--- src/rtl/lsu_mem_access.sv ---
// Load/store unit: byte-lane-correct data memory access with alignment checks and load extension.
// Latency: start at cycle 0 -> mem_req at cycle 1, ack at cycle k -> done at k+1; illegal request -> done at cycle 1.
// Backpressure: memory stalls via mem_ack (bounded by TIMEOUT_CYCLES); start is ignored while busy, no queueing.
//
// Ports:
//   clk, reset              rising-edge clock, asynchronous active-high reset
//   start, is_store, funct3,
//   addr, wdata             request from control FSM, sampled together with start
//   busy, done, fault       handshake back to the FSM (fault qualified by done)
//   rdata                   extended load result, held until the next completed load
//   mem_req, mem_we, mem_addr, mem_be, mem_wdata, mem_rdata, mem_ack
//                           data memory port (req/ack)
module lsu_mem_access #(
  parameter int TIMEOUT_CYCLES = 16,
  parameter int CNT_WIDTH      = 5
) (
  input  logic        clk,
  input  logic        reset,
  input  logic        start,
  input  logic        is_store,
  input  logic [2:0]  funct3,
  input  logic [31:0] addr,
  input  logic [31:0] wdata,
  output logic        busy,
  output logic        done,
  output logic        fault,
  output logic [31:0] rdata,
  output logic        mem_req,
  output logic        mem_we,
  output logic [31:0] mem_addr,
  output logic [3:0]  mem_be,
  output logic [31:0] mem_wdata,
  input  logic [31:0] mem_rdata,
  input  logic        mem_ack
);

  typedef enum logic [1:0] {
    S_IDLE   = 2'd0,
    S_ACCESS = 2'd1,
    S_DONE   = 2'd2
  } state_t;

  // Last counter value before abort; comparing against it avoids needing
  // the counter to actually hold TIMEOUT_CYCLES.
  localparam logic [CNT_WIDTH-1:0] CNT_LAST = CNT_WIDTH'(TIMEOUT_CYCLES - 1);

  state_t               state_q, state_d;
  logic [CNT_WIDTH-1:0] cnt_q, cnt_d;
  logic [2:0]           funct3_q, funct3_d;
  logic [1:0]           off_q, off_d;
  logic                 fault_q, fault_d;
  logic [31:0]          rdata_q, rdata_d;
  logic                 mem_req_q, mem_req_d;
  logic                 mem_we_q, mem_we_d;
  logic [31:0]          mem_addr_q, mem_addr_d;
  logic [3:0]           mem_be_q, mem_be_d;
  logic [31:0]          mem_wdata_q, mem_wdata_d;

  // Request decode on the live inputs (only consumed when start is taken in IDLE).
  logic        f3_ok;
  logic        align_ok;
  logic        req_legal;
  logic [3:0]  be_calc;
  logic [31:0] wdata_calc;

  always_comb begin
    f3_ok      = 1'b0;
    align_ok   = 1'b0;
    be_calc    = 4'b0000;
    wdata_calc = 32'h0;

    if (is_store) begin
      f3_ok = (funct3 == 3'b000) || (funct3 == 3'b001) || (funct3 == 3'b010);
    end else begin
      f3_ok = !((funct3 == 3'b011) || (funct3 == 3'b110) || (funct3 == 3'b111));
    end

    // funct3[1:0] is the access size for every legal code.
    case (funct3[1:0])
      2'b00: begin
        align_ok   = 1'b1;
        be_calc    = 4'b0001 << addr[1:0];
        wdata_calc = {4{wdata[7:0]}};
      end
      2'b01: begin
        align_ok   = !addr[0];
        be_calc    = addr[1] ? 4'b1100 : 4'b0011;
        wdata_calc = {2{wdata[15:0]}};
      end
      2'b10: begin
        align_ok   = (addr[1:0] == 2'b00);
        be_calc    = 4'b1111;
        wdata_calc = wdata;
      end
      default: begin
        align_ok   = 1'b0;
        be_calc    = 4'b0000;
        wdata_calc = 32'h0;
      end
    endcase

    if (!is_store) begin
      wdata_calc = 32'h0;
    end

    req_legal = f3_ok && align_ok;
  end

  // Load lane extraction from the returned word, using the latched request.
  logic [7:0]  byte_sel;
  logic [15:0] half_sel;
  logic [31:0] load_ext;

  always_comb begin
    case (off_q)
      2'd0:    byte_sel = mem_rdata[7:0];
      2'd1:    byte_sel = mem_rdata[15:8];
      2'd2:    byte_sel = mem_rdata[23:16];
      default: byte_sel = mem_rdata[31:24];
    endcase
    half_sel = off_q[1] ? mem_rdata[31:16] : mem_rdata[15:0];

    case (funct3_q)
      3'b000:  load_ext = {{24{byte_sel[7]}}, byte_sel};
      3'b001:  load_ext = {{16{half_sel[15]}}, half_sel};
      3'b100:  load_ext = {24'h0, byte_sel};
      3'b101:  load_ext = {16'h0, half_sel};
      default: load_ext = mem_rdata;
    endcase
  end

  // Next-state and datapath.
  always_comb begin
    state_d     = state_q;
    cnt_d       = cnt_q;
    funct3_d    = funct3_q;
    off_d       = off_q;
    fault_d     = fault_q;
    rdata_d     = rdata_q;
    mem_req_d   = mem_req_q;
    mem_we_d    = mem_we_q;
    mem_addr_d  = mem_addr_q;
    mem_be_d    = mem_be_q;
    mem_wdata_d = mem_wdata_q;

    case (state_q)
      S_IDLE: begin
        if (start) begin
          funct3_d = funct3;
          off_d    = addr[1:0];
          cnt_d    = '0;
          if (req_legal) begin
            // Memory port is only touched for legal requests, so an
            // illegal one leaves the port completely quiet.
            state_d     = S_ACCESS;
            fault_d     = 1'b0;
            mem_req_d   = 1'b1;
            mem_we_d    = is_store;
            mem_addr_d  = {addr[31:2], 2'b00};
            mem_be_d    = be_calc;
            mem_wdata_d = wdata_calc;
          end else begin
            state_d = S_DONE;
            fault_d = 1'b1;
          end
        end
      end

      S_ACCESS: begin
        if (mem_ack) begin
          state_d   = S_DONE;
          fault_d   = 1'b0;
          mem_req_d = 1'b0;
          if (!mem_we_q) begin
            rdata_d = load_ext;
          end
        end else if (cnt_q == CNT_LAST) begin
          state_d   = S_DONE;
          fault_d   = 1'b1;
          mem_req_d = 1'b0;
        end else begin
          cnt_d = cnt_q + 1'b1;
        end
      end

      S_DONE: begin
        state_d = S_IDLE;
        fault_d = 1'b0;
      end

      default: begin
        state_d   = S_IDLE;
        fault_d   = 1'b0;
        mem_req_d = 1'b0;
      end
    endcase
  end

  always_ff @(posedge clk or posedge reset) begin
    if (reset) begin
      state_q     <= S_IDLE;
      cnt_q       <= '0;
      funct3_q    <= 3'b000;
      off_q       <= 2'b00;
      fault_q     <= 1'b0;
      rdata_q     <= 32'h0;
      mem_req_q   <= 1'b0;
      mem_we_q    <= 1'b0;
      mem_addr_q  <= 32'h0;
      mem_be_q    <= 4'b0000;
      mem_wdata_q <= 32'h0;
    end else begin
      state_q     <= state_d;
      cnt_q       <= cnt_d;
      funct3_q    <= funct3_d;
      off_q       <= off_d;
      fault_q     <= fault_d;
      rdata_q     <= rdata_d;
      mem_req_q   <= mem_req_d;
      mem_we_q    <= mem_we_d;
      mem_addr_q  <= mem_addr_d;
      mem_be_q    <= mem_be_d;
      mem_wdata_q <= mem_wdata_d;
    end
  end

  assign busy      = (state_q != S_IDLE);
  assign done      = (state_q == S_DONE);
  assign fault     = fault_q;  // only ever set while in DONE
  assign rdata     = rdata_q;
  assign mem_req   = mem_req_q;
  assign mem_we    = mem_we_q;
  assign mem_addr  = mem_addr_q;
  assign mem_be    = mem_be_q;
  assign mem_wdata = mem_wdata_q;

endmodule

--- config.mk ---
export PLATFORM = sky130hd
export DESIGN_NAME = lsu_mem_access
export DESIGN_NICKNAME = d
export VERILOG_FILES = /design/src/rtl/lsu_mem_access.sv
export SDC_FILE = /design/constraint.sdc
export NUM_CORES = 1
export LEC_CHECK = 0
export CAP_MARGIN = 5
export CORE_MARGIN = 2
export CORE_UTILIZATION = 41
export CTS_CLUSTER_DIAMETER = 100
export DETAILED_ROUTE_END_ITERATION = 7
export PLACE_DENSITY = 0.78
export SETUP_SLACK_MARGIN = 0.05
export SYNTH_ARGS = -nofsm -noshare
export SYNTH_HDL_FRONTEND = slang
export SYNTH_SLANG_ARGS = --single-unit
--- constraint.sdc ---
create_clock -name clk -period 4 [get_ports clk]
set_input_delay 1 -clock clk [delete_from_list [all_inputs] [get_ports clk]]
set_output_delay 1 -clock clk [all_outputs]
set_load 0.05 [all_outputs]
**The metal 1 layer**

Scale bar: 20 microns. Supply wires on this layer in gray.
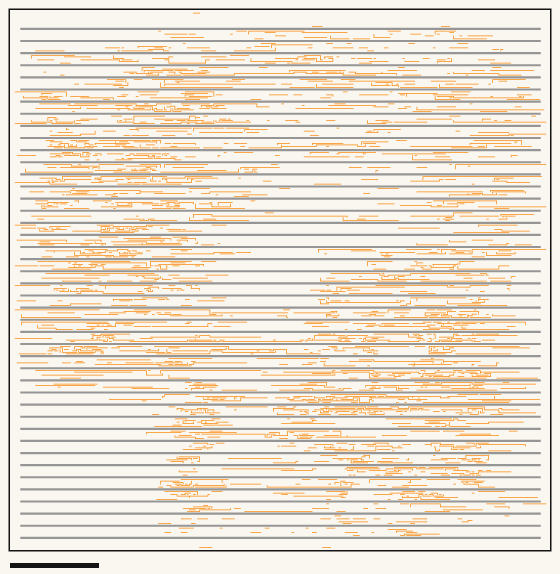
wire length on this layer: 6710 microns
longest straight run: 30.4 microns
nets with wire on the layer: 711
main direction: horizontal

==> commit_impl_results.txt <==
Update PnR metrics after Yosys + OpenROAD run

* Run status: completed
- Clock Pin Slew Worst Setup and Hold Paths: 50 ps
- Hold/Removal Path Class: reg -> reg
* Total number of H-tree levels: 4
* Top cells, area: sky130_fd_sc_hd__dfrtp_1 (50%), sky130_fd_sc_hd__mux2_4 (12%), sky130_fd_sc_hd__o21ai_0 (5.3%), sky130_fd_sc_hd__nand2_1 (4.4%), sky130_fd_sc_hd__a21oi_1 (3.5%)
* Count of instantiated cells in the yosys netlist: 528
- The initial antenna violation count is 0.
- The pin closest to its max-slew limit shows a slew of 1061 ps.
* Stage-log warning count: 26
* Library cell occupying the most area in the post-synthesis netlist: sky130_fd_sc_hd__dfrtp_1
- 0 antenna diodes ended up in the layout.
- X dimension of the die: 121.2 microns
* Placed Cells: 878
* Maximum net fanout on the critical path: 8
* Worst-case headroom to the max-slew limit: 0.2919
- Synth Area per Inst: around 11 sq um
- Placement Rows: 42
- Combinational share of power: 0.467
* Root buffer selected by CTS: sky130_fd_sc_hd__clkbuf_16
- Final Non-Filler Cells: 910
- The finished layout reports a core utilization of 0.6339.
* CP endpoint kind: output pin
- Core region area: 0.01335 sq mm
- Via count of the first global-routing pass: just under 5000
- Sequential share of power: 0.282
* Final net count: 827
* Die height: 121.2 microns
* Switching power: about 2.8 mW
* Synthesis-to-layout area growth: 50.20%
- Yosys reported a register bit count of around 110.
* Largest stage delay, worst path: 820 ps
- The worst setup path is of the reg -> out kind.
- In this run the deepest clock path goes through 2 buffers.
* Internal power consumption: 3.863 mW
* Fraction of synthesized cell area taken by the top area cell type: 0.5020
* Synthesized instance count: 528
* Crit path arrival time: 2060 ps
- Cts-stage hold buffer count: 0
* Clk sink count: 113
* Cells resized by post-CTS repair: 0
- Yosys instantiated no cell more often than sky130_fd_sc_hd__dfrtp_1.
* Commonest Layout Cell: sky130_fd_sc_hd__clkdlybuf4s50_1
- Unrepaired setup endpoints after global routing: false
- Counting the warning lines in the Yosys log gives 0.
- The share of total power dissipated in the clock network is 0.251.
- The gate-level netlist out of Yosys references 47 unique cell types.
- The global routing report lists combined usage of all routing layers as 0.2262.
* Max rail drop VDD: 0.2903 mV
- Summing every instance area after synthesis gives between 0.005 and 0.006 sq mm.
* Number of pins exceeding their max-slew limit in the final report: 0
- Switching share of power: 0.4194
* Clock tree from TritonCTS: done
* WP data required: 3000 ps
- Summed over all layers, the global routing overflow is 0.
- The leakage power in the latest report is 3.758 nW.
* Number of setup buffers added after CTS: 0
* Post-Route Setup TNS: 0 ps
- According to the I/O placement log, the pin count is 209.
- Subtracting the final worst setup slack from the clock period gives around 3100 ps.
- TritonCTS created 17 clock buffers.
* Fp util: 0.4220
- The number of maximum-capacitance violations recorded for the run is 0.
- Setup-violating endpoint count in the final report: 0
- Detailed Route Iter0 Violations: 408
* Ys async rst share: 1.000
* Routed Wire Length: between 15000 and 20000 microns
- After detailed routing, the number of remaining DRC violations is 0.
- Pin count of the biggest net entering global routing: roughly 57
* Routed vias: 4852
* Via-per-instance ratio: between 5 and 6
- Floorplan die area: ~0.015 sq mm
- The final hold violation count recorded for this run is 0.
- The first global-routing pass estimated 25840 microns of wire.
- Half-perimeter wire length after detailed placement: 11810 microns
- Register area share after synthesis: 0.5020
* Overall power of the completed layout: 6.654 mW
- Placer's final routability congestion estimate: 0.8706
**The metal 2 layer**

Scale bar: 20 microns.
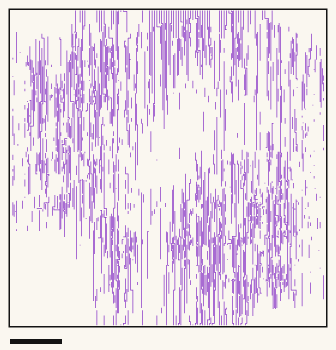
share of all routed wire: 49%
wire length on this layer: 8160 microns
longest straight run: 45.3 microns
main direction: vertical
nets with wire on the layer: 728

-- per-stage QoR --
step,hold WS [ps],setup slack [ps],instance area [sq um]
finish,476.5,942.9,8461
global route,502.2,839.7,8461
CTS,481.5,929.8,8461
detailed placement,469.9,938.3,7806
global placement,462.7,1016,7806
floorplan,449.8,1629,5640
-- cell families (layout without fill, tap and decap cells) --
group | after synthesis | count (layout) | synth area share
DFF | 113 | 113 | 0.5020
xor gates and xnor gates | 1 | 1 | 0.001555
other | 1 | 2 | 0.0006657
adders and majority gates | 2 | 2 | 0.004442
buffers and inverters | 50 | 255 | 0.04442
and+or+nand+nor | 156 | 156 | 0.1382
muxes | 67 | 67 | 0.1624
AOI/OAI and AO/OA | 138 | 138 | 0.1464
-- flip-flops by register name, summed over array words and instances (netlist names), 2 cells and up --
signal	count
cnt_q	5
funct3_q	3
mem_addr	30
mem_be	4
mem_wdata	32
off_q	2
rdata	32
state_q	2
-- area by class of cell --
type                    count  area share
clock buffers              22     0.05605
inverters                   9    0.004437
well taps                 176     0.02603
flip-flops and latches    113      0.3342
clock inverters            10     0.02130
multi-input cells         366      0.3042
repair buffers            214      0.2538
-- power by group through the flow --
stage	Sequential [mW]	Combinational (mW)	Clock (mW)
after global routing	1.92	3.24	1.76
after global placement	1.86	3.07	0
after CTS	1.87	3.12	1.69
after floorplan	3.11	0.781	0
after detailed placement	1.88	3.11	0
final	1.87	3.11	1.67
-- path summary, 6_finish.rpt --
path / from / endpoint / slack [ps] / depth (start not counted)
min in group asynchronous: reset / rdata[4] / 1130 / 2
worst min-delay path: mem_wdata[31] / mem_wdata[31] / 480 / 2
worst min register to register: mem_wdata[31] / mem_wdata[31] / 480 / 2
worst max-delay path: state_q[1] / done / 940 / 3
worst max register to register: off_q[1] / rdata[28] / 1420 / 4
max in group asynchronous: reset / mem_addr[12] / 2010 / 3
-- metal layers --
layer,part of all wire,vias to the layer above,track usage
li1,-,2249,-
met4,0.013,0,0.07256
met2,0.49,233,0.3687
met3,0.094,20,0.07237
met5,0,-,0
met1,0.40,2350,0.2861
-- worst reg2reg max path: stages, from the launching register on --
cell and delay, ps:
sky130_fd_sc_hd__dfrtp_1 980, sky130_fd_sc_hd__or2_2 240, sky130_fd_sc_hd__o22ai_1 100, sky130_fd_sc_hd__o2111ai_1 890, sky130_fd_sc_hd__nand3_1 180
Power figures rest on the tool's default switching activity, not on a simulated workload.
